$ cat config.mk
export PLATFORM = sky130hd
export DESIGN_NAME = master_core
export DESIGN_NICKNAME = d
export VERILOG_FILES = /design/src/rtl/axi_master_pkg.sv /design/src/rtl/master_core_timer.sv /design/src/rtl/master_core.sv
export SDC_FILE = /design/constraint.sdc
export NUM_CORES = 1
export LEC_CHECK = 0
export ABC_CLOCK_PERIOD_IN_PS = 7900
export CAP_MARGIN = 5
export CORE_AREA = 2 2 112 114
export CTS_BUF_LIST = sky130_fd_sc_hd__clkbuf_4 sky130_fd_sc_hd__clkbuf_8
export CTS_CLUSTER_SIZE = 14
export DETAILED_ROUTE_END_ITERATION = 16
export DIE_AREA = 0 0 114 116
export PLACE_DENSITY = 0.88
export SETUP_SLACK_MARGIN = 0.4
export SLEW_MARGIN = 20
export SYNTH_ARGS = -nofsm -noshare
export SYNTH_HDL_FRONTEND = slang
export SYNTH_SLANG_ARGS = --single-unit
$ cat constraint.sdc
create_clock -name ACLK -period 7.9 [get_ports ACLK]
set_input_delay 1.58 -clock ACLK [delete_from_list [all_inputs] [get_ports ACLK]]
set_output_delay 1.58 -clock ACLK [all_outputs]
set_load 0.05 [all_outputs]
$ cat src/rtl/axi_master_pkg.sv
`default_nettype none
// =============================================================================
// axi_master_pkg : shared types and constants for the single-beat AXI master.
// Revision: 1.0
// =============================================================================
package axi_master_pkg;

    localparam int ID_W   = 4;
    localparam int ADDR_W = 32;
    localparam int DATA_W = 32;
    localparam int STRB_W = 4;
    localparam int LEN_W  = 4;

    localparam logic [1:0]       BURST_INCR = 2'b01;
    localparam logic [2:0]       SIZE_WORD  = 3'b010;
    localparam logic [1:0]       RESP_OKAY  = 2'b00;
    localparam logic [LEN_W-1:0] LEN_SINGLE = '0;

    typedef enum logic [2:0] {
        ST_IDLE = 3'd0,
        ST_AR   = 3'd1,
        ST_R    = 3'd2,
        ST_AW   = 3'd3,
        ST_W    = 3'd4,
        ST_B    = 3'd5
    } state_e;

endpackage
`default_nettype wire

$ cat src/rtl/master_core_timer.sv
`default_nettype none
// =============================================================================
// master_core_timer : 8-bit response watchdog, held clear while i_run is low.
// Revision: 1.0
// =============================================================================
module master_core_timer #(
    parameter logic [7:0] TO_CYCLES = 8'd255
) (
    input  logic ACLK,
    input  logic ARESET,
    input  logic i_run,
    output logic o_expired
);

    logic [7:0] r_count;

    always_ff @(posedge ACLK or posedge ARESET) begin
        if (ARESET) begin
            r_count <= '0;
        end else if (!i_run) begin
            r_count <= '0;
        end else if (!o_expired) begin
            r_count <= r_count + 8'd1;
        end
    end

    assign o_expired = i_run && (r_count == TO_CYCLES);

endmodule
`default_nettype wire

$ cat src/rtl/master_core.sv
`default_nettype none
// =============================================================================
// master_core : single-beat AXI master behind a stalling CPU request port.
// Optional feature: define MASTER_CORE_TIMEOUT_EN for an R/B response timeout.
// Revision: 1.0
// =============================================================================
module master_core
    import axi_master_pkg::*;
#(
    parameter logic [ID_W-1:0] MASTER_ID = 4'd0,
    parameter logic [7:0]      TO_CYCLES = 8'd255
) (
    input  logic               ACLK,
    input  logic               ARESET,
    input  logic               cpu_req,
    input  logic               cpu_wr,
    input  logic [ADDR_W-1:0]  cpu_addr,
    input  logic [DATA_W-1:0]  cpu_wdata,
    input  logic [STRB_W-1:0]  cpu_wstrb,
    output logic [DATA_W-1:0]  cpu_rdata,
    output logic               cpu_stall,
    output logic               cpu_err,
    output logic [ID_W-1:0]    AWID,
    output logic [ADDR_W-1:0]  AWADDR,
    output logic [LEN_W-1:0]   AWLEN,
    output logic [2:0]         AWSIZE,
    output logic [1:0]         AWBURST,
    output logic               AWVALID,
    input  logic               AWREADY,
    output logic [DATA_W-1:0]  WDATA,
    output logic [STRB_W-1:0]  WSTRB,
    output logic               WLAST,
    output logic               WVALID,
    input  logic               WREADY,
    input  logic [ID_W-1:0]    BID,
    input  logic [1:0]         BRESP,
    input  logic               BVALID,
    output logic               BREADY,
    output logic [ID_W-1:0]    ARID,
    output logic [ADDR_W-1:0]  ARADDR,
    output logic [LEN_W-1:0]   ARLEN,
    output logic [2:0]         ARSIZE,
    output logic [1:0]         ARBURST,
    output logic               ARVALID,
    input  logic               ARREADY,
    input  logic [ID_W-1:0]    RID,
    input  logic [DATA_W-1:0]  RDATA,
    input  logic [1:0]         RRESP,
    input  logic               RLAST,
    input  logic               RVALID,
    output logic               RREADY
);

    state_e              r_state;
    logic [ADDR_W-1:0]   r_addr;
    logic [DATA_W-1:0]   r_wdata;
    logic [STRB_W-1:0]   r_wstrb;
    logic [DATA_W-1:0]   r_rdata;
    logic                r_err;
    logic                r_arvalid;
    logic                r_rready;
    logic                r_awvalid;
    logic                r_wvalid;
    logic                r_bready;

    logic                w_r_fire;
    logic                w_b_fire;
    logic                w_r_bad;
    logic                w_b_bad;
    logic                w_timeout;
    logic                w_stall;

    assign w_r_fire = (r_state == ST_R) && RVALID && RLAST;
    assign w_b_fire = (r_state == ST_B) && BVALID;
    assign w_r_bad  = (RRESP != RESP_OKAY) || (RID != MASTER_ID);
    assign w_b_bad  = (BRESP != RESP_OKAY) || (BID != MASTER_ID);

`ifdef MASTER_CORE_TIMEOUT_EN
    logic w_timer_run;

    assign w_timer_run = (r_state == ST_R) || (r_state == ST_B);

    master_core_timer #(
        .TO_CYCLES (TO_CYCLES)
    ) u_timer (
        .ACLK      (ACLK),
        .ARESET    (ARESET),
        .i_run     (w_timer_run),
        .o_expired (w_timeout)
    );
`else
    logic w_unused_to_cycles;

    assign w_unused_to_cycles = ^TO_CYCLES;
    assign w_timeout          = 1'b0;
`endif

    always_ff @(posedge ACLK or posedge ARESET) begin
        if (ARESET) begin
            r_state   <= ST_IDLE;
            r_addr    <= '0;
            r_wdata   <= '0;
            r_wstrb   <= '0;
            r_rdata   <= '0;
            r_err     <= 1'b0;
            r_arvalid <= 1'b0;
            r_rready  <= 1'b0;
            r_awvalid <= 1'b0;
            r_wvalid  <= 1'b0;
            r_bready  <= 1'b0;
        end else begin
            r_err <= 1'b0;
            case (r_state)
                ST_IDLE: begin
                    if (cpu_req) begin
                        r_addr  <= cpu_addr;
                        r_wdata <= cpu_wdata;
                        r_wstrb <= cpu_wstrb;
                        if (cpu_wr) begin
                            r_state   <= ST_AW;
                            r_awvalid <= 1'b1;
                        end else begin
                            r_state   <= ST_AR;
                            r_arvalid <= 1'b1;
                        end
                    end
                end
                ST_AR: begin
                    if (ARREADY) begin
                        r_arvalid <= 1'b0;
                        r_rready  <= 1'b1;
                        r_state   <= ST_R;
                    end
                end
                ST_R: begin
                    // A real response wins over a timeout landing in the same cycle.
                    if (RVALID && RLAST) begin
                        r_rready <= 1'b0;
                        r_rdata  <= RDATA;
                        r_err    <= w_r_bad;
                        r_state  <= ST_IDLE;
                    end else if (w_timeout) begin
                        r_rready <= 1'b0;
                        r_err    <= 1'b1;
                        r_state  <= ST_IDLE;
                    end
                end
                ST_AW: begin
                    if (AWREADY) begin
                        r_awvalid <= 1'b0;
                        r_wvalid  <= 1'b1;
                        r_state   <= ST_W;
                    end
                end
                ST_W: begin
                    if (WREADY) begin
                        r_wvalid <= 1'b0;
                        r_bready <= 1'b1;
                        r_state  <= ST_B;
                    end
                end
                ST_B: begin
                    if (BVALID) begin
                        r_bready <= 1'b0;
                        r_err    <= w_b_bad;
                        r_state  <= ST_IDLE;
                    end else if (w_timeout) begin
                        r_bready <= 1'b0;
                        r_err    <= 1'b1;
                        r_state  <= ST_IDLE;
                    end
                end
                default: begin
                    r_state   <= ST_IDLE;
                    r_arvalid <= 1'b0;
                    r_rready  <= 1'b0;
                    r_awvalid <= 1'b0;
                    r_wvalid  <= 1'b0;
                    r_bready  <= 1'b0;
                end
            endcase
        end
    end

    // Stall drops in the completing cycle so the CPU can move on at the next edge.
    always_comb begin
        w_stall = 1'b0;
        if (!ARESET) begin
            case (r_state)
                ST_IDLE: w_stall = cpu_req;
                ST_R:    w_stall = !w_r_fire && !w_timeout;
                ST_B:    w_stall = !w_b_fire && !w_timeout;
                default: w_stall = 1'b1;
            endcase
        end
    end

    assign cpu_stall = w_stall;
    assign cpu_rdata = r_rdata;
    assign cpu_err   = r_err;

    assign AWID    = MASTER_ID;
    assign AWADDR  = r_addr;
    assign AWLEN   = LEN_SINGLE;
    assign AWSIZE  = SIZE_WORD;
    assign AWBURST = BURST_INCR;
    assign AWVALID = r_awvalid;

    assign WDATA   = r_wdata;
    assign WSTRB   = r_wstrb;
    assign WLAST   = 1'b1;
    assign WVALID  = r_wvalid;

    assign BREADY  = r_bready;

    assign ARID    = MASTER_ID;
    assign ARADDR  = r_addr;
    assign ARLEN   = LEN_SINGLE;
    assign ARSIZE  = SIZE_WORD;
    assign ARBURST = BURST_INCR;
    assign ARVALID = r_arvalid;

    assign RREADY  = r_rready;

endmodule
`default_nettype wire
util_map.png
Drawn at 3 px/um. The die is cut into 11 by 12 equal tiles; dark blue is low, red is high, 0 to 100% covered.
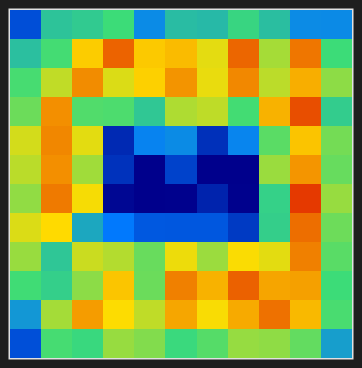
nearly empty tiles: 5.3%
mean over tiles: 56%
emptiest ninth of the die: center
fullest tile: 94%
tiles over 75% full: 26%
fin util: 63.2%
Init Core Util: 42.7%
Core ar.: 11900 um2

==> impl_metrics.py <==
# Metrics from the implementation run
metrics = {
    "synthesis": {
        "postSynthSeqShare_pct": 53.7,
        "ys_ff": 109,
        "ys.warnings.count": 0,
        "syn_inst": 337,
        "most_common_cell": "dfrtp_1",
        "common_cells": "dfrtp_1, mux2_4, buf_4, mux2_2, nand2_1",
        "synth_area_um2": 5080,
        "synthArstFlopShare_pct": 100,
        "syn_area_per_cell_um2": 15.1,
        "flop_cell": "dfrtp_1",
    },
    "detailed_routing": {
        "viasPerCell": 4.69,
        "drtAntennaViolNets": 0,
        "vias": 3355,
        "wl_mm": 12.4,
    },
    "cells_and_area": {
        "final_nets": 685,
        "fillers": 936,
        "register_area_um2": 2730,
    },
    "placement": {
        "place_hpwl_mm": 9.39,
        "io_buffer_count": 260,
    },
    "final_timing": {
        "max_freq_mhz": 189,
        "timing.final.max_slew_violations": 0,
        "rsz0062_at_grt": "no",
        "skew_ns": 0.0126,
        "fin_crit_sh_pct": 66.8,
        "relSlewSlack_pct": 37.5,
        "finalSetupViolations": 0,
        "finalSetupTns_ns": 0,
    },
    "status": {
        "status": "complete, no violations",
    },
    "grt": {
        "grt_antenna_before_repair": 0,
        "grt_pass1_wl_mm": 18.6,
    },
    "floorplanning": {
        "die_area_um2": 13200,
        "pin_count": 288,
        "rows": 40,
    },
    "cts": {
        "root_buffer": "clkbuf_8",
        "ctsHoldBuffers": 0,
        "clock_sinks": 109,
        "cts_tree": "yes",
        "clk_pin_slew_worst_paths_ns": 0.10,
        "htreeDepth": 3,
        "numCtsBuffers": 9,
        "cts_max_path_buffers": 2,
    },
    "flow_run": {
        "drv_cap": 0,
        "tool_warnings": 26,
    },
    "critical_path": {
        "crit_required_ns": 6.32,
        "crit_path_start_kind": "input pin",
        "crit_fanout": 20,
    },
}
port_trees.png
Drawn at 3 px/um.
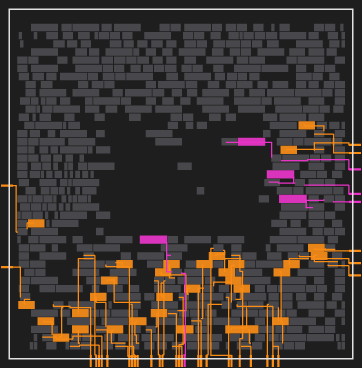
legend:
  magenta:
    port: WSTRB
    bits: 4
    direction: output
    end_cells: 4
    buffers: 4
    wire: 136 um
  orange:
    port: cpu_wdata
    bits: 32
    direction: input
    end_cells: 32
    buffers: 32
    wire: 952 um

-- worst max-delay path, cell delays in order --
cell	delay, ns
clkdlybuf4s50_1	0.50
nor4b_4	0.19
buf_4	0.39
a21oi_2	0.05
a21oi_1	0.16
clkdlybuf4s50_1	0.82
-- through the flow --
step / cells / area, um2 / worst slack, ns
after floorplan: 362 / 5180 / 1.51
after global placement: 699 / 7350 / 2.65
after detailed placement: 699 / 7350 / 2.65
after CTS: 715 / 7530 / 2.62
after global routing: 715 / 7530 / 2.55
final: 715 / 7530 / 2.62
-- logic make-up after synthesis --
family / share of synthesized area [%]
DFF: 53.7
buffers and inverters: 13.3
other: 0.148
AOI/OAI and AO/OA: 2.86
muxes: 27.2
and+or+nand+nor: 2.83
-- cells in the final DEF, fill, tap and decap left out, types with 2 or more instances in the layout --
| cell | netlist | final |
|---|---|---|
| mux2_2 | 34 | 34 |
| clkbuf_4 | 0 | 2 |
| buf_4 | 59 | 4 |
| o21ai_0 | 5 | 5 |
| clkinv_4 | 0 | 2 |
| a21oi_1 | 5 | 5 |
| dfrtp_1 | 109 | 109 |
| conb_1 | 2 | 27 |
| clkbuf_8 | 0 | 9 |
| nand2_1 | 8 | 8 |
| a211oi_1 | 2 | 2 |
| mux2_4 | 66 | 66 |
| o22ai_1 | 2 | 2 |
| inv_1 | 6 | 5 |
| clkdlybuf4s50_1 | 0 | 260 |
| nor2_1 | 4 | 4 |
| nor2b_1 | 2 | 2 |
| clkinvlp_4 | 0 | 2 |
-- final timing paths --
path / startpoint / end / slack, ns / cells past startpoint
max reg2reg: r_state[1] / ARADDR[6] / 5.20 / 4
max in group asynchronous: ARESET / ARADDR[0] / 5.07 / 3
min in group asynchronous: ARESET / cpu_rdata[20] / 1.63 / 2
min: cpu_rdata[21] / cpu_rdata[21] / 0.51 / 1
min reg2reg: cpu_rdata[21] / cpu_rdata[21] / 0.51 / 1
max: cpu_req / cpu_stall / 2.62 / 6
-- cell type report --
cell class	count	area share [%]
clock buffer	11	1.84
timing repair buffer	264	35.0
inverter	6	0.332
tap	147	2.44
multi-input combinational	173	23.7
sequential	109	36.2
clock inverter	5	0.499
-- per-layer routing --
| metal | GRT usage [%] | vias up | part of all wire [%] |
|---|---|---|---|
| li1 | - | 1509 | - |
| met1 | 21.5 | 1654 | 38 |
| met2 | 32.9 | 173 | 54 |
| met3 | 4.45 | 19 | 6.4 |
| met4 | 7.40 | 0 | 1.9 |
| met5 | 0 | - | 0 |
-- sequential cells by signal, summed over array words and instances (netlist names) --
signal / flops
cpu_rdata: 32
BREADY: 1
cpu_err: 1
ARADDR: 32
WDATA: 32
WSTRB: 4
r_state: 3
WVALID: 1
ARVALID: 1
AWVALID: 1
RREADY: 1
